$ cat src/rtl/ps2_pkg.sv
// ps2_pkg -- shared definitions for the PS/2 receive path.
//   ps2_state_t : receiver FSM states
//   FRAME_BITS  : start + 8 data + parity + stop
//   SC_*        : scan codes used by the keyboard front end
package ps2_pkg;

    typedef enum logic [1:0] {
        IDLE   = 2'd0,
        DATA   = 2'd1,
        PARITY = 2'd2,
        STOP   = 2'd3
    } ps2_state_t;

    localparam int FRAME_BITS = 11;
    localparam int DATA_BITS  = FRAME_BITS - 3;

    localparam logic [7:0] SC_BREAK = 8'hF0;
    localparam logic [7:0] SC_7E    = 8'h7E;
    localparam logic [7:0] SC_77    = 8'h77;
    localparam logic [7:0] SC_58    = 8'h58;

endpackage

$ cat src/rtl/ps2_rx_frame_if.sv
// ps2_rx_frame_if -- keyboard lines in, decoded byte stream out.
//   ps2_clk, ps2_data : raw asynchronous PS/2 lines
//   check_code        : last accepted byte
//   code_new_updated  : one-cycle strobe for a new check_code
//   frame_error       : one-cycle strobe for a rejected/timed-out frame
//   busy              : receiver is mid-frame
// slave = receiver side, master = keyboard/host side.
interface ps2_rx_frame_if;
    logic       ps2_clk;
    logic       ps2_data;
    logic [7:0] check_code;
    logic       code_new_updated;
    logic       frame_error;
    logic       busy;

    modport slave (
        input  ps2_clk, ps2_data,
        output check_code, code_new_updated, frame_error, busy
    );

    modport master (
        output ps2_clk, ps2_data,
        input  check_code, code_new_updated, frame_error, busy
    );
endinterface

$ cat src/rtl/ps2_sync_filter.sv
// ps2_sync_filter -- brings both PS/2 lines into the clk_2 domain, debounces
// the clock line and emits a one-cycle fall_evt on each filtered falling edge.
//   clk_2, rst            : system clock, synchronous active-high reset
//   ps2_clk_in/ps2_data_in: raw asynchronous lines
//   fall_evt              : filtered ps2_clk high-to-low strobe
//   data_s                : synchronised ps2_data, valid to sample with fall_evt
module ps2_sync_filter #(
    parameter int FILTER_LEN = 8
) (
    input  logic clk_2,
    input  logic rst,
    input  logic ps2_clk_in,
    input  logic ps2_data_in,
    output logic fall_evt,
    output logic data_s
);
    localparam int CW = $clog2(FILTER_LEN + 1);

    logic [1:0]    clk_sync;
    logic [1:0]    dat_sync;
    logic          filt;
    logic [CW-1:0] cnt;

    always_ff @(posedge clk_2) begin
        if (rst) begin
            clk_sync <= 2'b11;
            dat_sync <= 2'b11;
            filt     <= 1'b1;
            cnt      <= '0;
            fall_evt <= 1'b0;
        end else begin
            clk_sync <= {clk_sync[0], ps2_clk_in};
            dat_sync <= {dat_sync[0], ps2_data_in};
            fall_evt <= 1'b0;
            // cnt tracks how many consecutive cycles the line has disagreed
            // with the filtered level; any agreement restarts the run.
            if (clk_sync[1] != filt) begin
                if (cnt == CW'(FILTER_LEN - 1)) begin
                    filt     <= clk_sync[1];
                    cnt      <= '0;
                    fall_evt <= filt;   // flipping away from 1 is a fall
                end else begin
                    cnt <= cnt + 1'b1;
                end
            end else begin
                cnt <= '0;
            end
        end
    end

    // Data is only synchronised; it is held stable by the keyboard for far
    // longer than the filter latency around each clock fall.
    assign data_s = dat_sync[1];

endmodule

$ cat src/rtl/ps2_rx_frame.sv
// ps2_rx_frame -- PS/2 keyboard frame receiver (start, 8 data LSB first,
// parity, stop).
//   clk_2 : system clock       rst : synchronous active-high reset
//   bus   : ps2_rx_frame_if.slave (raw lines in, byte/strobes/busy out)
// Build option: define PS2_RX_PARITY_CHECK_EN to enforce odd parity;
// otherwise the parity bit is sampled and ignored.
module ps2_rx_frame
    import ps2_pkg::*;
#(
    parameter int FILTER_LEN     = 8,
    parameter int TIMEOUT_CYCLES = 4096
) (
    input  logic           clk_2,
    input  logic           rst,
    ps2_rx_frame_if.slave  bus
);
    localparam int TW = $clog2(TIMEOUT_CYCLES + 1);
    localparam int BW = $clog2(DATA_BITS);

    logic           fall_evt;
    logic           data_s;
    ps2_state_t     state;
    logic [BW-1:0]  bit_cnt;
    logic [7:0]     shreg;
    logic [TW-1:0]  tmo_cnt;
    logic           parity_ok;

    ps2_sync_filter #(.FILTER_LEN(FILTER_LEN)) u_sync (
        .clk_2       (clk_2),
        .rst         (rst),
        .ps2_clk_in  (bus.ps2_clk),
        .ps2_data_in (bus.ps2_data),
        .fall_evt    (fall_evt),
        .data_s      (data_s)
    );

`ifdef PS2_RX_PARITY_CHECK_EN
    logic par_bit;
    // Odd parity across data plus parity bit.
    assign parity_ok = ^{shreg, par_bit};
`else
    assign parity_ok = 1'b1;
`endif

    assign bus.busy = (state != IDLE);

    always_ff @(posedge clk_2) begin
        if (rst) begin
            state                <= IDLE;
            bit_cnt              <= '0;
            shreg                <= '0;
            tmo_cnt              <= '0;
            bus.check_code       <= 8'h00;
            bus.code_new_updated <= 1'b0;
            bus.frame_error      <= 1'b0;
`ifdef PS2_RX_PARITY_CHECK_EN
            par_bit              <= 1'b0;
`endif
        end else begin
            bus.code_new_updated <= 1'b0;
            bus.frame_error      <= 1'b0;

            if (state == IDLE || fall_evt) tmo_cnt <= '0;
            else                           tmo_cnt <= tmo_cnt + 1'b1;

            case (state)
                IDLE: begin
                    // A high bit here is line noise, not a start bit.
                    if (fall_evt && !data_s) begin
                        state   <= DATA;
                        bit_cnt <= '0;
                        shreg   <= '0;
                    end
                end
                DATA: begin
                    if (fall_evt) begin
                        shreg   <= {data_s, shreg[7:1]};
                        bit_cnt <= bit_cnt + 1'b1;
                        if (bit_cnt == BW'(DATA_BITS - 1)) state <= PARITY;
                    end
                end
                PARITY: begin
                    if (fall_evt) begin
`ifdef PS2_RX_PARITY_CHECK_EN
                        par_bit <= data_s;
`endif
                        state <= STOP;
                    end
                end
                STOP: begin
                    if (fall_evt) begin
                        state <= IDLE;
                        if (data_s && parity_ok) begin
                            bus.check_code       <= shreg;
                            bus.code_new_updated <= 1'b1;
                        end else begin
                            bus.frame_error <= 1'b1;
                        end
                    end
                end
                default: state <= IDLE;
            endcase

            // A stalled keyboard must not wedge the receiver; a fall in the
            // expiry cycle wins and the frame carries on.
            if (state != IDLE && !fall_evt &&
                tmo_cnt == TW'(TIMEOUT_CYCLES - 1)) begin
                state           <= IDLE;
                bus.frame_error <= 1'b1;
            end
        end
    end

endmodule

$ cat src/flat_wrapper.sv
// flat-port wrapper written by rule: the top's interface ports become plain ports
module ps2_rx_frame_flat import ps2_pkg::*;
#(
    parameter int FILTER_LEN     = 8,
    parameter int TIMEOUT_CYCLES = 4096
)
  (clk_2, rst, bus_ps2_clk, bus_ps2_data, bus_check_code, bus_code_new_updated, bus_frame_error, bus_busy);
  ps2_rx_frame_if bus_i ();
  input  logic clk_2;
  input  logic rst;
  input wire logic [$bits(bus_i.ps2_clk)-1:0] bus_ps2_clk;
  input wire logic [$bits(bus_i.ps2_data)-1:0] bus_ps2_data;
  output wire logic [$bits(bus_i.check_code)-1:0] bus_check_code;
  output wire logic [$bits(bus_i.code_new_updated)-1:0] bus_code_new_updated;
  output wire logic [$bits(bus_i.frame_error)-1:0] bus_frame_error;
  output wire logic [$bits(bus_i.busy)-1:0] bus_busy;
  assign bus_i.ps2_clk = bus_ps2_clk;
  assign bus_i.ps2_data = bus_ps2_data;
  assign bus_check_code = bus_i.check_code;
  assign bus_code_new_updated = bus_i.code_new_updated;
  assign bus_frame_error = bus_i.frame_error;
  assign bus_busy = bus_i.busy;
  ps2_rx_frame #(.FILTER_LEN(FILTER_LEN), .TIMEOUT_CYCLES(TIMEOUT_CYCLES)) u_core (.clk_2(clk_2), .rst(rst), .bus(bus_i));
endmodule
$ cat config.mk
export PLATFORM = sky130hd
export DESIGN_NAME = ps2_rx_frame_flat
export DESIGN_NICKNAME = d
export VERILOG_FILES = /design/src/rtl/ps2_pkg.sv /design/src/rtl/ps2_rx_frame_if.sv /design/src/rtl/ps2_sync_filter.sv /design/src/rtl/ps2_rx_frame.sv /design/src/flat_wrapper.sv
export SDC_FILE = /design/constraint.sdc
export NUM_CORES = 1
export LEC_CHECK = 0
export CORE_MARGIN = 3
export CORE_UTILIZATION = 45
export CTS_BUF_LIST = sky130_fd_sc_hd__clkbuf_16
export DETAILED_ROUTE_END_ITERATION = 16
export PLACE_DENSITY = 0.71
export SLEW_MARGIN = 10
export SYNTH_ARGS = -nofsm -noshare
export SYNTH_HDL_FRONTEND = slang
export SYNTH_SLANG_ARGS = --single-unit
$ cat constraint.sdc
create_clock -name clk_2 -period 1.88 [get_ports clk_2]
set_input_delay 0.376 -clock clk_2 [delete_from_list [all_inputs] [get_ports clk_2]]
set_output_delay 0.376 -clock clk_2 [all_outputs]
set_load 0.01 [all_outputs]
Power grid:
The bar under the picture is 20 um long. Pins as bars on the die edge.
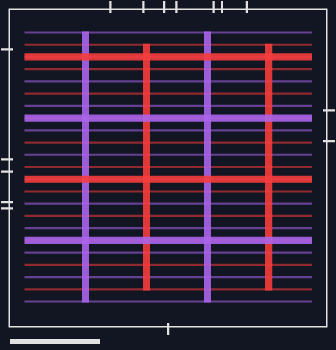
[VSS] purple
[VDD] red
signal pins: 15
met1 rails: 23
met5 straps: 4
rows: 22
met4 straps: 4

Placement by cell class:
Fill, decap, tap and diode cells in gray.
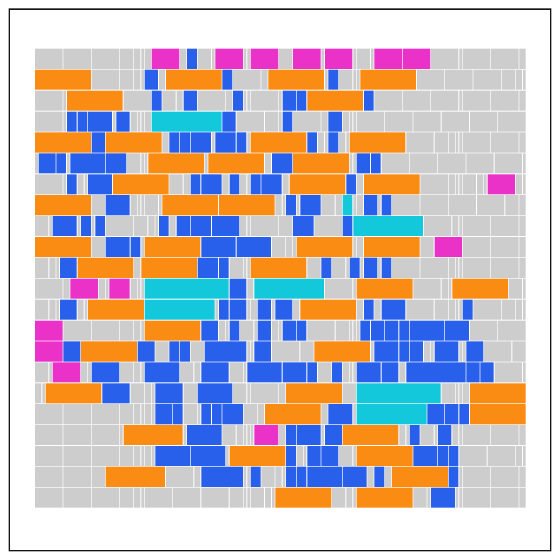
[flops] orange | cells: 46 | share of their area: 43%
[all other logic] blue | cells: 143 | share of their area: 42%
[other buffers and delay cells] magenta | cells: 15 | share of their area: 6.8%
[clock drivers and dummy loads] cyan | cells: 8 | share of their area: 8.8%

Clock network drawn from the DEF:
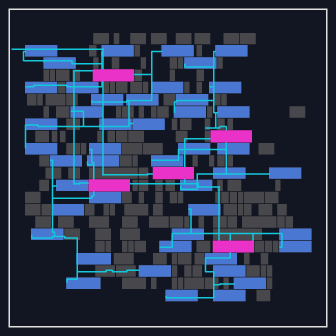
[clock wires] cyan | length: 545 um
[flip-flops] blue | count: 46
[cells driving clock nets] magenta | count: 5
routed clock nets: 6

Wiring by layer:
The bar under the picture is 20 um long. Only two layers are drawn.
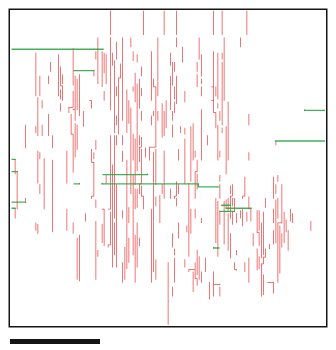
[met3] green | wire length: 94.7 um
[met2] red | wire length: 1470 um

The clock network:
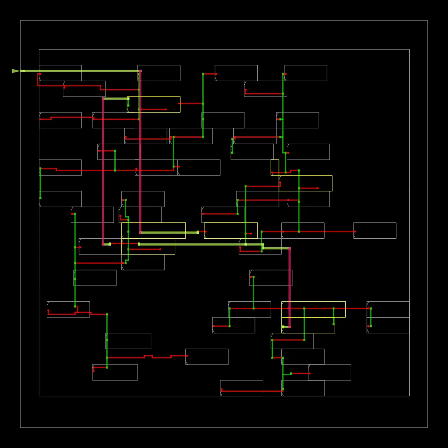
Fin Clk Skew: 4.76 ps
clock group total power: 1.11 mW

==> flow_metrics.tcl <==
# yosys + openroad results
set metrics [dict create \
    h-tree-depth 2 \
    max_stage_delay_ps 330 \
    die_y_um 70.3 \
    rsz0062_at_grt "no" \
    drive_gt1_share_pct 9.91 \
    grtUsageMet1_pct 16.9 \
    yosysWarnings 0 \
    n_tap_cell 48 \
    hold_path_startpoint "u_core.u_sync.dat_sync[0]" \
    pg_comb_uw 113 \
    syn-instance-count 197 \
    ys_sh_simple_pct 23.6 \
    seqCellArea_um2 923 \
    grt_max_degree 32 \
    path_class "reg -> out" \
    critPathCapture "bus_busy" \
    maxUsedRoutingLayer "met4" \
    rr_endpoint "u_core.state[0]" \
    xor_share_pct 6.12 \
    place_area_um2 2020 \
    comb_area_um2 871 \
    clock_sinks 46 \
    status "finished clean" \
    worstSetupPathDepth 4 \
    pwr-share-comb_pct 5.1 \
    drc_errors 0 \
]
No activity file was given, so power comes from the tool's default toggle rates.
